$ cat src/rtl/lsu_pkg.sv
// Shared encodings for the load/store access engine: one-hot access types,
// FSM states and the access-size helper.
package lsu_pkg;

   localparam logic [4:0] LS_B  = 5'b10000;
   localparam logic [4:0] LS_H  = 5'b01000;
   localparam logic [4:0] LS_W  = 5'b00100;
   localparam logic [4:0] LS_BU = 5'b00010;
   localparam logic [4:0] LS_HU = 5'b00001;

   typedef enum logic [2:0] {
      S_IDLE,
      S_BEAT0,
      S_WAIT0,
      S_BEAT1,
      S_WAIT1,
      S_RESP
   } state_e;

   // Access size in bytes; 0 marks an encoding that is not a legal type.
   function automatic logic [2:0] ls_size(input logic [4:0] lstype);
      logic [2:0] n;
      case (lstype)
         LS_B, LS_BU: n = 3'd1;
         LS_H, LS_HU: n = 3'd2;
         LS_W:        n = 3'd4;
         default:     n = 3'd0;
      endcase
      return n;
   endfunction

endpackage

$ cat src/rtl/lsu_mem_access_if.sv
// Request/response and data-memory bus signals of the access engine.
// The engine uses the slave modport; the requester/memory side uses master.
interface lsu_mem_access_if;
   logic        req_valid_i;
   logic        req_ready_o;
   logic        req_we_i;
   logic [4:0]  req_lstype_i;
   logic [31:0] req_addr_i;
   logic [31:0] req_wdata_i;
   logic        rsp_valid_o;
   logic [31:0] rsp_rdata_o;
   logic        rsp_err_o;
   logic        mem_req_o;
   logic        mem_gnt_i;
   logic        mem_we_o;
   logic [31:0] mem_addr_o;
   logic [3:0]  mem_be_o;
   logic [31:0] mem_wdata_o;
   logic        mem_rvalid_i;
   logic [31:0] mem_rdata_i;

   modport slave (
      input  req_valid_i, req_we_i, req_lstype_i, req_addr_i, req_wdata_i,
      input  mem_gnt_i, mem_rvalid_i, mem_rdata_i,
      output req_ready_o, rsp_valid_o, rsp_rdata_o, rsp_err_o,
      output mem_req_o, mem_we_o, mem_addr_o, mem_be_o, mem_wdata_o
   );

   modport master (
      output req_valid_i, req_we_i, req_lstype_i, req_addr_i, req_wdata_i,
      output mem_gnt_i, mem_rvalid_i, mem_rdata_i,
      input  req_ready_o, rsp_valid_o, rsp_rdata_o, rsp_err_o,
      input  mem_req_o, mem_we_o, mem_addr_o, mem_be_o, mem_wdata_o
   );
endinterface

$ cat src/rtl/lsu_lane_align.sv
// Combinational lane logic: byte enables and store data for both beats,
// plus assembly and sign/zero extension of load data.
module lsu_lane_align
   import lsu_pkg::*;
(
   input  logic [4:0]  lstype_i,
   input  logic [1:0]  off_i,
   input  logic [31:0] wdata_i,
   input  logic [31:0] rdata0_i,
   input  logic [31:0] rdata1_i,
   output logic [3:0]  be0_o,
   output logic [3:0]  be1_o,
   output logic [31:0] wdata0_o,
   output logic [31:0] wdata1_o,
   output logic [31:0] rdata_o,
   output logic        split_o
);

   logic [2:0]  size;
   logic [7:0]  mask;
   logic [63:0] wshift;
   logic [31:0] rlow;

   always_comb begin
      size    = ls_size(lstype_i);
      // Upper nibble of the 8-lane mask is exactly the beat-1 enables.
      mask    = ((8'd1 << size) - 8'd1) << off_i;
      be0_o   = mask[3:0];
      be1_o   = mask[7:4];
      split_o = ({2'b00, off_i} + {1'b0, size}) > 4'd4;

      wshift   = {32'h0, wdata_i} << {off_i, 3'b000};
      wdata0_o = wshift[31:0];
      wdata1_o = wshift[63:32];

      rlow = 32'({rdata1_i, rdata0_i} >> {off_i, 3'b000});
      case (lstype_i)
         LS_B:    rdata_o = {{24{rlow[7]}}, rlow[7:0]};
         LS_H:    rdata_o = {{16{rlow[15]}}, rlow[15:0]};
         LS_BU:   rdata_o = {24'h0, rlow[7:0]};
         LS_HU:   rdata_o = {16'h0, rlow[15:0]};
         LS_W:    rdata_o = rlow;
         default: rdata_o = '0;
      endcase
   end

endmodule

$ cat src/rtl/lsu_mem_access.sv
// Data-memory access engine: one request at a time, optionally split into two
// bus beats, with one response per request.
module lsu_mem_access
   import lsu_pkg::*;
#(
   parameter logic ALLOW_MISALIGNED = 1'b1
) (
   input  logic             clk,
   input  logic             rst_n,
   lsu_mem_access_if.slave  bus
);

   state_e      state_q, state_d;
   logic        we_q, we_d;
   logic [4:0]  type_q, type_d;
   logic [31:0] addr_q, addr_d;
   logic [31:0] wdata_q, wdata_d;
   logic        err_q, err_d;
   logic [31:0] rdata0_q, rdata0_d;
   logic [31:0] rdata1_q, rdata1_d;

   logic [3:0]  be0, be1;
   logic [31:0] wdata0, wdata1, rdata_ext, word_addr;
   logic        split;
   logic [2:0]  req_size;
   logic [1:0]  align_mask;
   logic        illegal;

   lsu_lane_align u_align (
      .lstype_i (type_q),
      .off_i    (addr_q[1:0]),
      .wdata_i  (wdata_q),
      .rdata0_i (rdata0_q),
      .rdata1_i (rdata1_q),
      .be0_o    (be0),
      .be1_o    (be1),
      .wdata0_o (wdata0),
      .wdata1_o (wdata1),
      .rdata_o  (rdata_ext),
      .split_o  (split)
   );

   assign word_addr = {addr_q[31:2], 2'b00};

   always_ff @(posedge clk or negedge rst_n) begin
      if (!rst_n) begin
         state_q  <= S_IDLE;
         we_q     <= 1'b0;
         type_q   <= '0;
         addr_q   <= '0;
         wdata_q  <= '0;
         err_q    <= 1'b0;
         rdata0_q <= '0;
         rdata1_q <= '0;
      end else begin
         state_q  <= state_d;
         we_q     <= we_d;
         type_q   <= type_d;
         addr_q   <= addr_d;
         wdata_q  <= wdata_d;
         err_q    <= err_d;
         rdata0_q <= rdata0_d;
         rdata1_q <= rdata1_d;
      end
   end

   // Legality is judged on the raw request; ls_size is 0 for non-one-hot types.
   always_comb begin
      req_size   = ls_size(bus.req_lstype_i);
      align_mask = (req_size == 3'd4) ? 2'b11 : (req_size == 3'd2) ? 2'b01 : 2'b00;
      illegal    = (req_size == 3'd0)
                 || (bus.req_we_i && (bus.req_lstype_i == LS_BU || bus.req_lstype_i == LS_HU))
                 || (!ALLOW_MISALIGNED && ((bus.req_addr_i[1:0] & align_mask) != 2'b00));
   end

   always_comb begin
      state_d  = state_q;
      we_d     = we_q;
      type_d   = type_q;
      addr_d   = addr_q;
      wdata_d  = wdata_q;
      err_d    = err_q;
      rdata0_d = rdata0_q;
      rdata1_d = rdata1_q;
      case (state_q)
         S_IDLE: begin
            if (bus.req_valid_i) begin
               we_d     = bus.req_we_i;
               type_d   = bus.req_lstype_i;
               addr_d   = bus.req_addr_i;
               wdata_d  = bus.req_wdata_i;
               err_d    = illegal;
               rdata0_d = '0;
               rdata1_d = '0;
               state_d  = illegal ? S_RESP : S_BEAT0;
            end
         end
         S_BEAT0: if (bus.mem_gnt_i) state_d = S_WAIT0;
         S_WAIT0: begin
            if (bus.mem_rvalid_i) begin
               rdata0_d = bus.mem_rdata_i;
               state_d  = split ? S_BEAT1 : S_RESP;
            end
         end
         S_BEAT1: if (bus.mem_gnt_i) state_d = S_WAIT1;
         S_WAIT1: begin
            if (bus.mem_rvalid_i) begin
               rdata1_d = bus.mem_rdata_i;
               state_d  = S_RESP;
            end
         end
         S_RESP:  state_d = S_IDLE;
         default: state_d = S_IDLE;
      endcase
   end

   always_comb begin
      bus.req_ready_o = (state_q == S_IDLE);
      bus.rsp_valid_o = 1'b0;
      bus.rsp_rdata_o = '0;
      bus.rsp_err_o   = 1'b0;
      bus.mem_req_o   = 1'b0;
      bus.mem_we_o    = 1'b0;
      bus.mem_addr_o  = '0;
      bus.mem_be_o    = '0;
      bus.mem_wdata_o = '0;
      case (state_q)
         S_BEAT0: begin
            bus.mem_req_o   = 1'b1;
            bus.mem_we_o    = we_q;
            bus.mem_addr_o  = word_addr;
            bus.mem_be_o    = be0;
            bus.mem_wdata_o = we_q ? wdata0 : '0;
         end
         S_BEAT1: begin
            bus.mem_req_o   = 1'b1;
            bus.mem_we_o    = we_q;
            bus.mem_addr_o  = word_addr + 32'd4;
            bus.mem_be_o    = be1;
            bus.mem_wdata_o = we_q ? wdata1 : '0;
         end
         S_RESP: begin
            bus.rsp_valid_o = 1'b1;
            bus.rsp_err_o   = err_q;
            bus.rsp_rdata_o = (err_q || we_q) ? '0 : rdata_ext;
         end
         default: ;
      endcase
   end

endmodule
$ cat src/flat_wrapper.sv
// flat-port wrapper written by rule: the top's interface ports become plain ports
module lsu_mem_access_flat import lsu_pkg::*;
#(
   parameter logic ALLOW_MISALIGNED = 1'b1
)
  (clk, rst_n, bus_req_valid_i, bus_req_we_i, bus_req_lstype_i, bus_req_addr_i, bus_req_wdata_i, bus_mem_gnt_i, bus_mem_rvalid_i, bus_mem_rdata_i, bus_req_ready_o, bus_rsp_valid_o, bus_rsp_rdata_o, bus_rsp_err_o, bus_mem_req_o, bus_mem_we_o, bus_mem_addr_o, bus_mem_be_o, bus_mem_wdata_o);
  lsu_mem_access_if bus_i ();
  input  logic clk;
  input  logic rst_n;
  input wire logic [$bits(bus_i.req_valid_i)-1:0] bus_req_valid_i;
  input wire logic [$bits(bus_i.req_we_i)-1:0] bus_req_we_i;
  input wire logic [$bits(bus_i.req_lstype_i)-1:0] bus_req_lstype_i;
  input wire logic [$bits(bus_i.req_addr_i)-1:0] bus_req_addr_i;
  input wire logic [$bits(bus_i.req_wdata_i)-1:0] bus_req_wdata_i;
  input wire logic [$bits(bus_i.mem_gnt_i)-1:0] bus_mem_gnt_i;
  input wire logic [$bits(bus_i.mem_rvalid_i)-1:0] bus_mem_rvalid_i;
  input wire logic [$bits(bus_i.mem_rdata_i)-1:0] bus_mem_rdata_i;
  output wire logic [$bits(bus_i.req_ready_o)-1:0] bus_req_ready_o;
  output wire logic [$bits(bus_i.rsp_valid_o)-1:0] bus_rsp_valid_o;
  output wire logic [$bits(bus_i.rsp_rdata_o)-1:0] bus_rsp_rdata_o;
  output wire logic [$bits(bus_i.rsp_err_o)-1:0] bus_rsp_err_o;
  output wire logic [$bits(bus_i.mem_req_o)-1:0] bus_mem_req_o;
  output wire logic [$bits(bus_i.mem_we_o)-1:0] bus_mem_we_o;
  output wire logic [$bits(bus_i.mem_addr_o)-1:0] bus_mem_addr_o;
  output wire logic [$bits(bus_i.mem_be_o)-1:0] bus_mem_be_o;
  output wire logic [$bits(bus_i.mem_wdata_o)-1:0] bus_mem_wdata_o;
  assign bus_i.req_valid_i = bus_req_valid_i;
  assign bus_i.req_we_i = bus_req_we_i;
  assign bus_i.req_lstype_i = bus_req_lstype_i;
  assign bus_i.req_addr_i = bus_req_addr_i;
  assign bus_i.req_wdata_i = bus_req_wdata_i;
  assign bus_i.mem_gnt_i = bus_mem_gnt_i;
  assign bus_i.mem_rvalid_i = bus_mem_rvalid_i;
  assign bus_i.mem_rdata_i = bus_mem_rdata_i;
  assign bus_req_ready_o = bus_i.req_ready_o;
  assign bus_rsp_valid_o = bus_i.rsp_valid_o;
  assign bus_rsp_rdata_o = bus_i.rsp_rdata_o;
  assign bus_rsp_err_o = bus_i.rsp_err_o;
  assign bus_mem_req_o = bus_i.mem_req_o;
  assign bus_mem_we_o = bus_i.mem_we_o;
  assign bus_mem_addr_o = bus_i.mem_addr_o;
  assign bus_mem_be_o = bus_i.mem_be_o;
  assign bus_mem_wdata_o = bus_i.mem_wdata_o;
  lsu_mem_access #(.ALLOW_MISALIGNED(ALLOW_MISALIGNED)) u_core (.clk(clk), .rst_n(rst_n), .bus(bus_i));
endmodule
$ cat config.mk
export PLATFORM = sky130hd
export DESIGN_NAME = lsu_mem_access_flat
export DESIGN_NICKNAME = d
export VERILOG_FILES = /design/src/rtl/lsu_pkg.sv /design/src/rtl/lsu_mem_access_if.sv /design/src/rtl/lsu_lane_align.sv /design/src/rtl/lsu_mem_access.sv /design/src/flat_wrapper.sv
export SDC_FILE = /design/constraint.sdc
export NUM_CORES = 1
export LEC_CHECK = 0
export CAP_MARGIN = 10
export CORE_MARGIN = 8
export CORE_UTILIZATION = 52
export CTS_BUF_LIST = sky130_fd_sc_hd__clkbuf_16
export DETAILED_ROUTE_END_ITERATION = 10
export PLACE_DENSITY_LB_ADDON = 0.05
export SLEW_MARGIN = 20
export SYNTH_ARGS = -nofsm -noshare
export SYNTH_HDL_FRONTEND = slang
export SYNTH_HIERARCHICAL = 1
export SYNTH_SLANG_ARGS = --single-unit
$ cat constraint.sdc
create_clock -name clk -period 4 [get_ports clk]
set_clock_uncertainty 0.05 [all_clocks]
set_input_delay 0.8 -clock clk [delete_from_list [all_inputs] [get_ports clk]]
set_output_delay 0.8 -clock clk [all_outputs]
set_load 0.02 [all_outputs]
### Clock nets

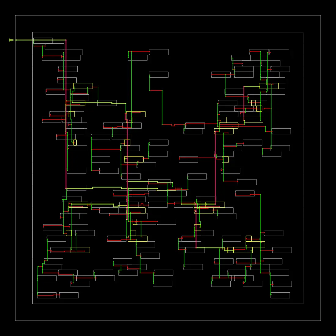
Clock Power: 0.00142 W
sequential cell count: 130
total clock buffers created by CTS: 17
clock buf count: 17

==> results.txt <==
Status on the layout run. Number of iterations in the first detailed-routing pass landed at 5. Combinational gate area landed at 5250 µm². Post-CTS timing repair inserted 0 buffers for setup. After detailed placement, the design holds a cell count of 1,504. The die is 147 µm tall. Clock latency on the worst-skew pair, taken at its later pin, is 0.42 ns. For the worst setup path, the data arrival time is 3.02 ns. The detail route stage leaves a number of antenna-violating nets equal to 0. Per the cell usage report, the commonest logic cell in the layout is sky130_fd_sc_hd__nand2_1. The total overflow left after global routing is 0. Share of the core filled by cells before placement landed at 52.4%.

The longest clock path from root to sink contains 2 buffers. Number of vias per cell after detailed routing landed at 5.53. Maximum ir drop on the vdd rail landed at about 0.45 mV.

The floorplan has 48 rows. Counting the fill cells in the layout gives 1,445. The floorplan report gives the top-level pin count as approximately 210.

Before any placement, the netlist area is recorded as 8910 µm². The routed design could run at a clock period as short as between 3 and 4 ns. In this run the layout overhead on the synthesized area is reported as 31.3%. Post-cts hold buffer count landed at 0. Per the timing report, the most critical flop-to-flop path originates at u_core/state_q[1]. Total number of warnings across the stage logs landed at 26. Number of nets in the layout landed at 1,410. Via count of the first global-routing pass landed at 8,406. The HPWL after detailed placement is between 15,000 and 20,000 µm. Summed over all cells, the static leakage comes to 5.09 nW. After floorplanning, the core was sized to cover between 15,000 and 20,000 µm².

Peak fanout along the critical path landed at 12. Entering global routing, the biggest net connects 77 pins. The first routing iteration left 642 violations. Looking at the reg2reg group, the worst path ends at u_core/wdata_q[27]. Number of antenna violations at the first check in global routing landed at 0.

The critical path is of the reg -> out type. Proportion of layout cells with a drive suffix above 1 landed at under 10%. The flow ran to the end, and the final reports show no timing, DRC or antenna violations.

Post-route DRC violation count landed at 0. The top cell types in the final layout, fill and taps aside, are sky130_fd_sc_hd__nand2_1, sky130_fd_sc_hd__clkdlybuf4s50_1, sky130_fd_sc_hd__dfrtp_1. STA classifies the critical path startpoint as a flip-flop. Number of cells traversed by the worst register-to-register path landed at 6. Endpoints failing hold in the final report were tallied at 0. The script logs the mean routed wire length per placed instance as around 18 µm. Clock input transition at the sequential cells of the worst setup and hold paths landed at 0.06 ns.

Routed wire length landed at 27,500 µm.
### Sequential cells colored by netlist name

Other sequential cells in the stronger gray, the rest of the logic in the fainter gray.
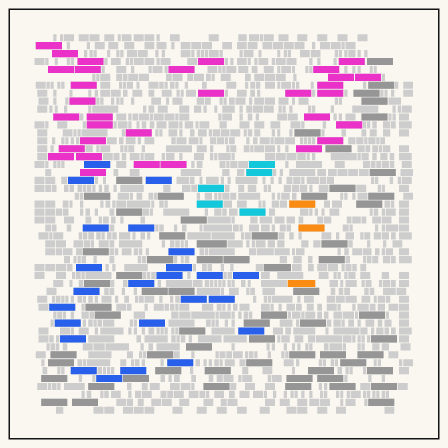
u_core/rdata1_q -> blue  # placed flops 24
u_core/type_q -> cyan  # placed flops 5, where center
u_core/state_q -> orange  # placed flops 3
u_core/wdata_q -> magenta  # placed flops 32, where a horizontal strip, top
not colored = 66

==> worst max-delay path: stages (launching register included) <==
cell and delay [ns]:
sky130_fd_sc_hd__dfrtp_1 0.44, sky130_fd_sc_hd__nand4_2 0.20, sky130_fd_sc_hd__or4_4 0.66, sky130_fd_sc_hd__or4_1 0.49
sky130_fd_sc_hd__a21oi_1 0.17, sky130_fd_sc_hd__clkdlybuf4s50_1 0.63
==> cell type report <==
class	instances	share of cell area, %
inverter	14	0.449
timing repair buffer	231	19.9
multi-input combinational	904	44.8
tap	225	2.41
clock inverter	15	0.941
clock buffer	17	3.64
sequential	130	27.9
==> timing repair <==
| item | CTS | global route |
|---|---|---|
| gates resized | 4 | 20 |
| endpoints found under the setup margin | 4 | 33 |
| pin swaps | 0 | 0 |
==> state kept, by name (all words and copies together), names as in the netlist <==
| name | cells |
|---|---|
| u_core/rdata1_q | 24 |
| u_core/type_q | 5 |
| u_core/err_q | 1 |
| u_core/addr_q | 32 |
| u_core/rdata0_q | 32 |
| u_core/wdata_q | 32 |
| u_core/we_q | 1 |
| u_core/state_q | 3 |
==> metrics by stage <==
stage          setup slack, ns  cell area, µm²  utilization [%]
2_1_floorplan            0.623            8940                -
3_3_place_gp             0.408           11100             65.3
3_5_place_dp             0.353           11100             65.3
4_1_cts                0.00718           11600             68.4
5_1_grt               -0.00647           11700             68.8
6_report                 0.131           11700             68.8
==> routing by layer <==
layer  wire, µm  part of all wire [%]  global-route usage, %
met1      11900                    43                   33.3
met2      13100                    48                   41.0
met3       2030                   7.4                   6.15
met4        489                   1.8                   7.99
met5          0                     0                      0
==> report_power, final <==
part | internal, W | switching (W)
combinational | 0.00182 | 0.00257
sequential | 0.00188 | 0.000698
clock | 0.000793 | 0.000628
==> worst max-delay path by stage <==
stage	from	end	depth (start not counted)
2_1_floorplan	u_core/type_q[1]	bus_mem_be_o[0]	12
3_3_place_gp	u_core/type_q[4]	bus_mem_be_o[3]	11
3_5_place_dp	u_core/type_q[4]	bus_mem_be_o[3]	11
4_1_cts	u_core/addr_q[4]	bus_mem_addr_o[29]	5
5_1_grt	u_core/addr_q[2]	bus_mem_addr_o[18]	6
6_report	u_core/addr_q[7]	bus_mem_addr_o[27]	5
Power figures rest on the tool's default switching activity, not on a simulated workload.
